==> config.mk <==
export PLATFORM = sky130hd
export DESIGN_NAME = muldiv_sequencer_flat
export DESIGN_NICKNAME = d
export VERILOG_FILES = /design/src/rtl/muldiv_sequencer_pkg.sv /design/src/rtl/muldiv_sequencer_if.sv /design/src/rtl/muldiv_sequencer_step.sv /design/src/rtl/muldiv_sequencer.sv /design/src/flat_wrapper.sv
export SDC_FILE = /design/constraint.sdc
export NUM_CORES = 1
export LEC_CHECK = 0
export CORE_MARGIN = 4
export CORE_UTILIZATION = 30
export DETAILED_ROUTE_END_ITERATION = 8
export PLACE_DENSITY_LB_ADDON = 0.2
export RECOVER_POWER = 50
export SLEW_MARGIN = 40
export SYNTH_ARGS = -nofsm -noshare
export SYNTH_HDL_FRONTEND = slang
export SYNTH_SLANG_ARGS = --single-unit
export TNS_END_PERCENT = 1
==> constraint.sdc <==
create_clock -name clk -period 3.3 [get_ports clk]
set_input_delay 0.33 -clock clk [delete_from_list [all_inputs] [get_ports clk]]
set_output_delay 0.33 -clock clk [all_outputs]
set_load 0.01 [all_outputs]
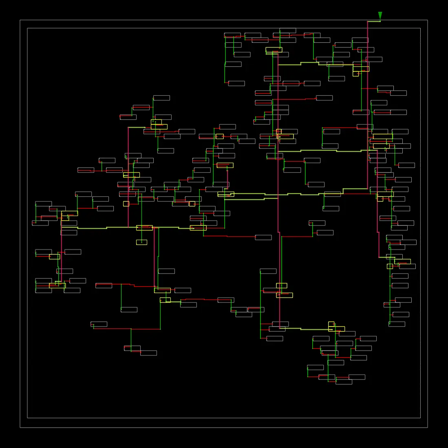
run_1/final_clocks.png
count of sequential standard cells: 172
layout clock buffer count: 17
final setup skew: 0.0158 ns
Clk Latency, worst-skew pair: 0.49 ns
clock sink count: 172

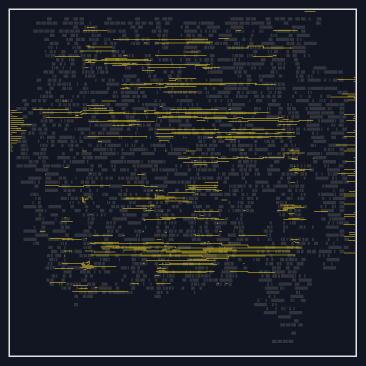
run_1/met3.png
(1.5 px per um)
231 nets have wire on it. The layer holds 7.0% of the routed length. The wires run mostly horizontal. The layer carries 4220 um of wire. The longest straight run is 136 um.
global routing usage on met3: 4.39%
total length of routed wires: 60100 um
total via count in the routed design: 15.4k

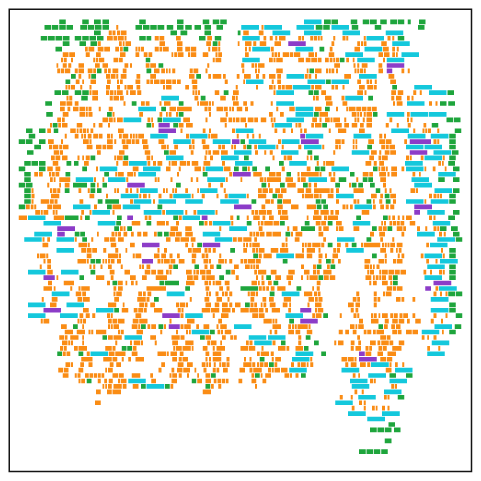
run_1/cell_classes.png
(2 px per um)
Key: flip-flops = cyan [cells 172]; other buffers and delay cells = green [cells 321]; clock drivers and dummy loads = purple [cells 32]; all other logic = orange [cells 1623]
Std-Cell Core Area: 49000 um^2
Rows: 81
Final Instance Area: 18900 um^2
register share of the cell area: 22.8%

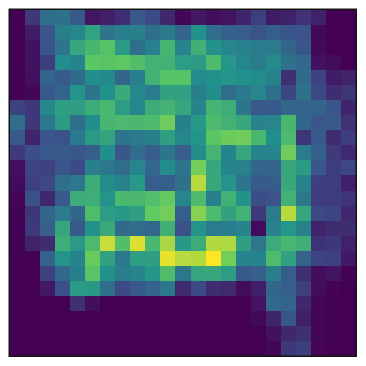
run_1/wire_density.png
(1.5 px per um) The die is cut into 23 by 23 equal tiles; dark purple is low, yellow is high, scaled to the fullest tile. Values are wire area over tile area, all layers added.
26% of the tiles are over half the peak. The fullest tile reaches 0.57. 20% of the tiles are nearly empty. The mean over all tiles is 0.18.
Total Routing Usage GR: 22.0%
wire length per cell: 21.4 um

==> results.txt <==
Implementation results. Leftover overflow at the end of global routing landed at 0. Top fanout value on the critical path landed at 5. Between the synthesized netlist and the finished layout, the area growth was recorded as 27.1%. After synthesis, the largest family of logic cells by area is AND-OR/OR-AND gates. Max-cap check violation count landed at 1. Number of synthesized flops with an enable pin landed at 0. The worst setup path is launched from a register. After synthesis the netlist holds a flip-flop and latch count of approximately 170. The final reports fail on capacitance limit, slew limit. The power report puts the leakage power at 7.83 nW. By instance count after routing, the leading logic cell types are sky130_fd_sc_hd__nand2_1 (252), sky130_fd_sc_hd__o21ai_0 (183), sky130_fd_sc_hd__buf_4 (171). For the worst flop-to-flop path, the logic depth is 14. Critical path data required time landed at about 3.7 ns. Placement-stage worst setup slack landed at -0.180 ns.

Setup TNS landed at 0 ns. The worst setup path is captured at a register. The min-delay analysis places its worst path in the category in -> reg. On met1, the global router reports a usage of a little under a third. The final timing report derives a shortest allowable period of 3.26 ns. On the critical path, the stage with the largest delay is an instance of sky130_fd_sc_hd__dfrtp_1. Overall die area landed at roughly 53000 um^2. The pin closest to its max-slew limit shows a slew of 1.73 ns. Period utilization landed at 98.7%. Using the TritonRoute via totals, the vias-per-cell ratio works out to 5.48.

The signal on the critical path passes through inv_2, nor2_1, ha_1, o211ai_1, o211ai_1, a32oi_1, buf_4, o211ai_1, a41o_1, a311oi_2, buf_4, xor2_1, nor3_1, a311o_1. For this run, asynchronously set or reset flops after synthesis account for 100%. Wire segments on met2 add up to approximately 27000 um in the final route. By count the netlist is led by sky130_fd_sc_hd__nand2_1 (252), sky130_fd_sc_hd__o21ai_0 (186), sky130_fd_sc_hd__dfrtp_1 (172). For reference, the final report shows the hold violation count at 0.

The via count of the first global-routing pass was 14.9k. Yosys warning count landed at 0. The script computed a power per unit cell area of 1150 nW/um^2. Among all cell types in the netlist, the one instantiated most often is sky130_fd_sc_hd__nand2_1. The most used flip-flop cell after synthesis is sky130_fd_sc_hd__dfrtp_1. On the reported timing paths, the clock transition at the registers reads ~0.080 ns.

Fraction of met2 tracks used by global routing landed at between 30% and 40%. Horizontal die dimension landed at 230 um. The number of antenna violations at the first check in global routing was 0.

Post-CTS setup repair buffer count landed at 1. Among all stages on the critical path, the maximum delay recorded is between 0.4 and 0.5 ns. Layout cell share with drive strength beyond 1 landed at about an eighth. Total clock buffers created by CTS landed at 17.

Deepest clock path buffer count landed at 2. By instance count after routing, the leading logic cell type is sky130_fd_sc_hd__nand2_1. The share of the core area taken by cells at floorplan is a little under a third. After detailed routing, no signal wire sits above met4.

The synthesized design spends more area on one cell type than any other, namely sky130_fd_sc_hd__dfrtp_1. Data arrival at the endpoint of the critical path landed at ~3.6 ns. Once layout is complete, the cells apart from fillers number around 2.8k.

Chip area estimate from yosys synthesis landed at 14800 um^2. TritonCTS built the clock tree. When the netlist entered floorplanning its net count stood at 2060. The run finished, with violations left. Number of top-level design ports landed at 140. Parity-gate share of the synthesized area counting xor and xnor cells landed at a little over a tenth. In this build the clock could be raised as far as a little over 0.3 GHz. The STA report counts the stages on the worst setup path as 14. Smallest hold slack landed at 0.452 ns. Per the power-grid run, VDD falls by no more than between 500 and 600 uV. The top cell type by area accounts for between 20 and 30% of the synthesized area.

The synthesis run shows multiplexers occupying 4.01% of the cell area. Worst-case headroom to the max-slew limit landed at -15.6%. The worst path meets setup with roughly 0.043 ns of slack. Per the finish-stage timing summary, setup violations number 0. Wire length of the first global-routing pass landed at 90700 um. In the per-layer breakdown of the detailed-route log, met1 shows 27900 um. Final routed DRC violation total landed at 0. Sequential fraction of the synthesis area landed at 29.0%. The tree is rooted in a sky130_fd_sc_hd__clkbuf_16. Number of H-tree levels landed at 4.

Area share of fa/ha/maj cells after synthesis landed at 6.51%. Per STA, the library cell used most along the worst path is sky130_fd_sc_hd__o211ai_1. Quantity of gates resized following cts landed at 7. Worst path buffer plus inverter count landed at 3. The die is 230 um tall. Per the synthesis report, the number of distinct cell types is 82. After filler insertion, the fill cell instance count of the layout stands at 5072. Setup repair after global routing could not meet its margin everywhere.

Register-to-register path setup slack landed at 0.04 ns. Total chip power landed at 21.6 mW. By area the synthesized netlist is led by sky130_fd_sc_hd__dfrtp_1 (29%), sky130_fd_sc_hd__nand2_1 (6.4%), sky130_fd_sc_hd__o21ai_0 (6.3%). Final layout net count landed at 2284. The critical path is of the reg -> reg type. Among cell families on the critical path, the largest total delay comes from AND-OR/OR-AND gates. Aoi/oai-family share of the synthesized area landed at between 20% and 30%. Sum of met3 wire segment lengths after detailed routing landed at 4220 um. Largest net degree at the start of global routing landed at between 80 and 90. In this run the tool buffered the top-level ports with 139 buffer cells. Counting instances, the worst hold path has a depth of 2.

The mapped netlist covers roughly 15000 um^2. Yosys stat counts roughly 1.9k cells in the synthesized netlist. Number of cells after detailed placement landed at around 2.8k. For reference, the final report shows the max-slew violation count at roughly 62. In the placement report, post-DP HPWL is listed as ~47000 um. Length of the first detailed-routing pass in iterations landed at 7. The register with the most flip-flops in the layout has 33 of them. Number of hold buffers added after CTS landed at 1. After its last routability iteration, the placer logged a weighted congestion of 0.939. Simple logic cell fraction of the synthesized area landed at between 10% and 20%. Per the log, the first TritonRoute iteration ended with a DRC count of between 1k and 1.5k.

Core occupancy in the finished layout landed at 38.5%.
[run 1: area by class of cell]
| type | count | area (um^2) | area share, % |
|---|---|---|---|
| tap | 664 | 831 | 4.41 |
| clock buffer | 17 | 425 | 2.26 |
| inverter | 66 | 248 | 1.31 |
| clock inverter | 15 | 194 | 1.03 |
| sequential | 172 | 4310 | 22.8 |
| timing repair buffer | 321 | 2830 | 15.0 |
| multi-input combinational | 1557 | 10000 | 53.1 |
| antenna | 1 | 2.50 | 0.0133 |
[run 1: power breakdown]
group          total (mW)  internal, mW  switching, mW
Sequential           4.00          3.08          0.918
Clock                2.16          1.09           1.07
Combinational        15.4          6.76           8.67
Total                21.6          10.9           10.7
Power figures rest on the tool's default switching activity, not on a simulated workload.
